==> config.mk <==
export PLATFORM = sky130hd
export DESIGN_NAME = match_ctrl_flat
export DESIGN_NICKNAME = d
export VERILOG_FILES = /design/src/rtl/pong_pkg.sv /design/src/rtl/match_ctrl_if.sv /design/src/rtl/edge_det.sv /design/src/rtl/match_ctrl.sv /design/src/flat_wrapper.sv
export SDC_FILE = /design/constraint.sdc
export NUM_CORES = 1
export LEC_CHECK = 0
export ABC_CLOCK_PERIOD_IN_PS = 2200
export CORE_ASPECT_RATIO = 0.6
export CORE_MARGIN = 2
export CORE_UTILIZATION = 45
export CTS_CLUSTER_DIAMETER = 40
export DETAILED_ROUTE_END_ITERATION = 10
export GPL_ROUTABILITY_DRIVEN = 0
export PLACE_DENSITY = 0.66
export SETUP_SLACK_MARGIN = 0.5
export SLEW_MARGIN = 20
export SYNTH_ARGS = -nofsm -noshare
export SYNTH_HDL_FRONTEND = slang
export SYNTH_SLANG_ARGS = --single-unit
==> constraint.sdc <==
create_clock -name clk_25MHz -period 2.2 [get_ports clk_25MHz]
set_input_delay 0.44 -clock clk_25MHz [delete_from_list [all_inputs] [get_ports clk_25MHz]]
set_output_delay 0.44 -clock clk_25MHz [all_outputs]
set_load 0.005 [all_outputs]
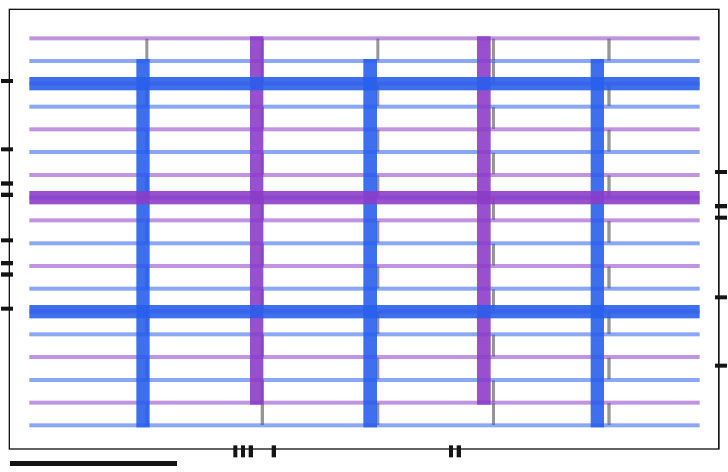
run_1/floorplan.png
Bar = 20 um. Pins as bars on the die edge. Tap cells in gray.
[blue] VSS
[purple] VDD
rows: 17
met5 straps: 3
met1 rails: 18
Die Y: 52.3 um
die width: 84.5 um

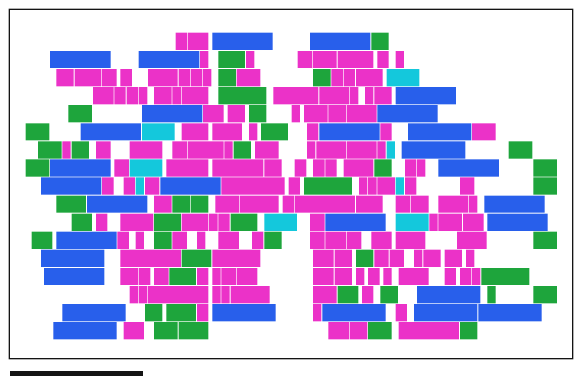
run_1/class_map.png
Bar = 20 um.
[blue] sequential cells | cells: 29 | share of their area: 31%
[green] remaining buffers and delay cells | cells: 42 | share of their area: 17%
[magenta] remaining logic cells | cells: 148 | share of their area: 49%
[cyan] clock drivers and dummy loads | cells: 8 | share of their area: 3.3%
design area: 0.00248 mm^2
flop share of the area: 29.8%

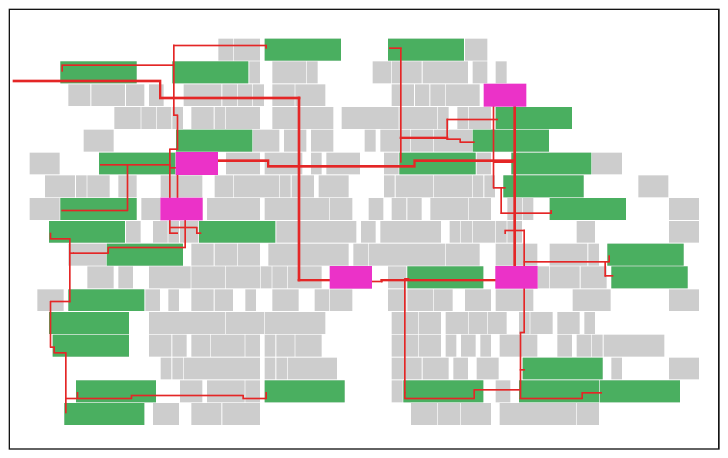
run_1/clock_wires.png
[red] clock wires | length: 448 um
[green] flip-flops | count: 29
[magenta] clock-net drivers | count: 5
routed clock nets: 6
flops lie: widely spread
Clock power frac: 16.6%
worst skew pair latency: 0.28 ns

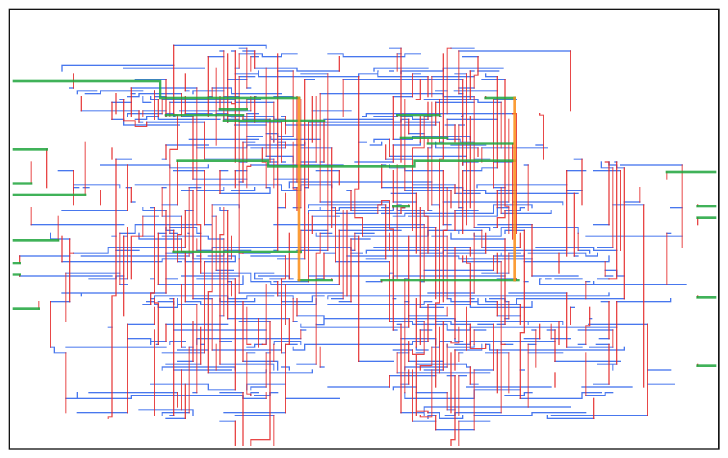
run_1/layers.png
[blue] M1 | wire length: 2,360 um
[green] M3 | wire length: 201 um
[orange] M4 | wire length: 43.5 um
[red] M2 | wire length: 1,990 um
DRT Wirelength: 4600 um
DR WL/cell: 16.8 um

==> run_results.csv, run 1 <==
group,metric,value,unit
hold_path,min_path_type,"input port to register",
setup_path,cp_cell_sequence,"or4_4 -> or4_4 -> and3_4 -> a221oi_2 -> o41ai_1",
setup_path,crit_top_cell,"or4_4",
outcome,status,"complete, no violations",
timing,setup_violations,0,
cells_and_area,fin_util,66.9,%
placed_design,dp_hpwl,2930,um
placed_design,pre_cts_ws,-0.0728,ns
pwr,maxPowerGroup,"combinational cells",
routing,vias,1541,
synthesis,yosysWarnings,0,
cells_and_area,final-comb-area,0.00112,mm^2
cells_and_area,largest_register_ffs,8,
setup_path,r2r_cells,5,
floorplan,core,0.00370,mm^2
pwr,p_comb,1.31,mW
hold_path,hold_depth,1,
clock_tree,clk_pin_slew,0.06,ns
synthesis,ys_sh_simple,22.9,%
clock_tree,cts-hold-fix-buffers,0,
synthesis,synthCells,184,
setup_path,crit_fanout,2,
routing,topRoutingLayerUsed,"met4",
synthesis,ys_sh_adder,6.43,%
job,max_cap_viol_count,0,
placed_design,dp_cells,252,
floorplan,tapCellCount,47,
cells_and_area,lay_top_cells,"dfrtp_1, buf_4, nand2_1, inv_1, clkdlybuf4s50_1",
clock_tree,clockRootBuffer,"clkbuf_8",
synthesis,avgSynthCellArea,9.52,um^2
timing,hold_viol,0,
global_route,grt_pass1_wl,7480,um
clock_tree,clk_path_buf_depth,2,
setup_path,slowest_delay,0.56,ns
setup_path,crit_family,"simple AND/OR/NAND/NOR gates",
cells_and_area,antenna_cells,0,
timing,fin_ws,0.237,ns
timing,min_period,1.96,ns
setup_path,critPathArrivalTime,2.12,ns
timing,fin_hold_ws,0.343,ns
pwr,pwr-share-seq,32.5,%
routing,drtIter0Drc,129,
timing,slew_viol_final,0,
clock_tree,h-tree-depth,2,
cells_and_area,seq_cells,29,
pwr,swShare,40.6,%
synthesis,top_cell,"dfrtp_1",
cells_and_area,finalNonFillerCells,274,
cells_and_area,fill_cells,276,
synthesis,ys_cells,184,
global_route,met1_usage,32.8,%
global_route,use_met3,6.30,%
floorplan,rows,17,
global_route,first_global_vias,1485,
routing,drt-met1-wl,2360,um
routing,drtAntennaViolNets,0,
setup_path,worst-path-stages,5,
synthesis,common_cells,"dfrtp_1, nand2_1, inv_1",
cells_and_area,clockBufferCount,8,
synthesis,topCombFamilyByArea,"simple AND/OR/NAND/NOR gates",
cells_and_area,area_delta_synth_final,41.4,%
synthesis,ys_sh_mux,2.93,%
floorplan,num_io_pins,19,
synthesis,top_cells_by_area,"dfrtp_1, ha_1, a211oi_1",
synthesis,postSynthSeqShare,41.5,%
cells_and_area,buffer_area_share,16.9,%
synthesis,ys_types,49,
clock_tree,clock-sinks,29,
cells_and_area,regArea,738,um^2
cells_and_area,inverters,16,
synthesis,ff_type,"dfrtp_1",
pwr,cellPowerDensity,1040,mW/mm^2
pwr,ir_worst_vdd,654,uV
synthesis,ys_ff,29,
pwr,p_clk,0.429,mW
pwr,p_switching,1.05,mW
run_1/congestion_map.png
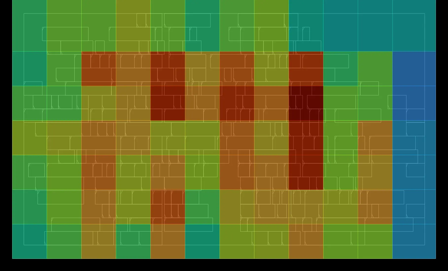

==> run 2, diff against run 1 <==
- ABC_CLOCK_PERIOD_IN_PS: 2200 -> 2100
- SKIP_LAST_GASP: unset -> 1
- clock period: 2.2 -> 2.1 ns (I/O delays scaled with it)
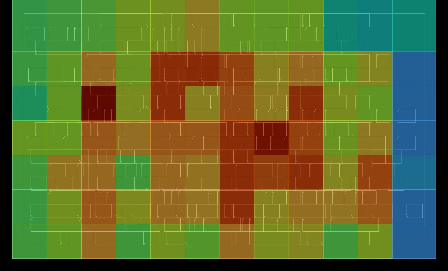
run_2/congestion_map.png
GRT Util Overall: 25.8%
met3 Resource Use GR: 5.98%

==> run 2 against run 1 <==
Against the previous run:
- clock skew increased by 0.0015 ns
- wire length grew 19%
- power grew 24%
- sequential power increased by 4.9%
- critical path type unchanged
- largest cell class unchanged
- critical path depth stayed put
==> run_results.csv, run 2 <==
group,metric,value,unit
floorplan,tapCellCount,47,
synthesis,synth_nets,199,
clock_tree,clk_pin_slew,0.07,ns
routing,finalWirelength,5480,um
setup_path,crit_fanout,2,
synthesis,xor_share,0.500,%
outcome,status,"complete, no violations",
synthesis,topCombFamilyByArea,"simple AND/OR/NAND/NOR gates",
synthesis,ys_sh_simple,22.9,%
cells_and_area,finalNonFillerCells,296,
timing,fin_ws,0.0681,ns
floorplan,fp_util,47.3,%
setup_path,worst-setup-path-type,"register to register",
synthesis,ys_types,49,
synthesis,ys_sh_adder,6.43,%
routing,vias,1732,
floorplan,num_io_pins,19,
clock_tree,clk_path_buf_depth,2,
job,max_cap_viol_count,0,
clock_tree,cts_tree,"built",
cells_and_area,nMultiInputCombCells,132,
pwr,pwr-share-seq,27.5,%
cells_and_area,buffer_area_share,21.7,%
synthesis,ys_cells,184,
routing,drtIter0Drc,135,
timing,hold_viol,0,
pwr,p_switching,1.30,mW
routing,drtAntennaViolNets,0,
setup_path,critPathSlowestCell,"or4_4",
routing,dr_wl_met2,2400,um
clock_tree,numCtsBuffers,5,
synthesis,common_cells,"dfrtp_1, nand2_1, inv_1",
pwr,swShare,40.8,%
setup_path,critPathArrivalTime,2.20,ns
setup_path,crit_family,"simple AND/OR/NAND/NOR gates",
clock_tree,clock_latency,0.29,ns
synthesis,synthCells,184,
synthesis,ys_sh_mux,2.93,%
synthesis,avgSynthCellArea,9.52,um^2
clock_tree,clockRootBuffer,"clkbuf_8",
cells_and_area,antenna_cells,0,
synthesis,ff_type,"dfrtp_1",
pwr,p_comb,1.79,mW
placed_design,dp_hpwl,3050,um
setup_path,slowest_delay,0.55,ns
cells_and_area,fin_util,76.3,%
routing,topRoutingLayerUsed,"met4",
cells_and_area,final-comb-area,0.00124,mm^2
timing,setup_violations,0,
pwr,cellPowerDensity,1130,mW/mm^2
setup_path,r2r_cells,5,
timing,fin_hold_ws,0.352,ns
cells_and_area,fill_cells,238,
pwr,maxPowerGroup,"combinational cells",
floorplan,core,0.00370,mm^2
pwr,powerSeq,0.879,mW
routing,routedWlPerCell,18.5,um
floorplan,die_x,84.5,um
setup_path,worst-path-stages,5,
cells_and_area,comb_area_share,44.1,%
synthesis,postSynthSeqShare,41.5,%
routing,drt-met1-wl,2540,um
cells_and_area,largest_register_ffs,8,
floorplan,rows,17,
synthesis,top_cells_by_area,"dfrtp_1, ha_1, a211oi_1",
clock_tree,cts-hold-fix-buffers,0,
synthesis,top_cell,"dfrtp_1",
setup_path,end_kind,"register",
cells_and_area,clockBufferCount,7,
global_route,grt_pass1_wl,8600,um
timing,min_period,2.03,ns
synthesis,yosysWarnings,0,
cells_and_area,inverters,16,
timing,tightest_slew,0.462,ns
setup_path,crit_top_cell,"or4_4",
synthesis,ys_ff,29,
cells_and_area,area_delta_synth_final,61.1,%
hold_path,min_path_type,"register to register",
cells_and_area,final_area,0.00282,mm^2
cells_and_area,seq_area_share,26.2,%
global_route,grt_util_met2,38.2,%
hold_path,hold_depth,0,
setup_path,cp_cell_sequence,"or4_4 -> or4_4 -> and3_4 -> a221oi_4 -> o41ai_2",
placed_design,pre_cts_ws,-0.175,ns
pwr,p_clk_share,16.2,%
timing,slew_viol_final,0,
pwr,p_clk,0.518,mW
global_route,met1_usage,37.2,%
clock_tree,clock-sinks,29,
cells_and_area,final_nets,263,
floorplan,fp.dieH,52.3,um
cells_and_area,lay_top_cells,"buf_4, dfrtp_1, nand2_1, dlygate4sd2_1, buf_6",
cells_and_area,seq_cells,29,
cells_and_area,regArea,738,um^2
clock_tree,h-tree-depth,2,
global_route,first_global_vias,1651,
pwr,ir_worst_vdd,699,uV
placed_design,dp_cells,254,
Power figures rest on the tool's default switching activity, not on a simulated workload.
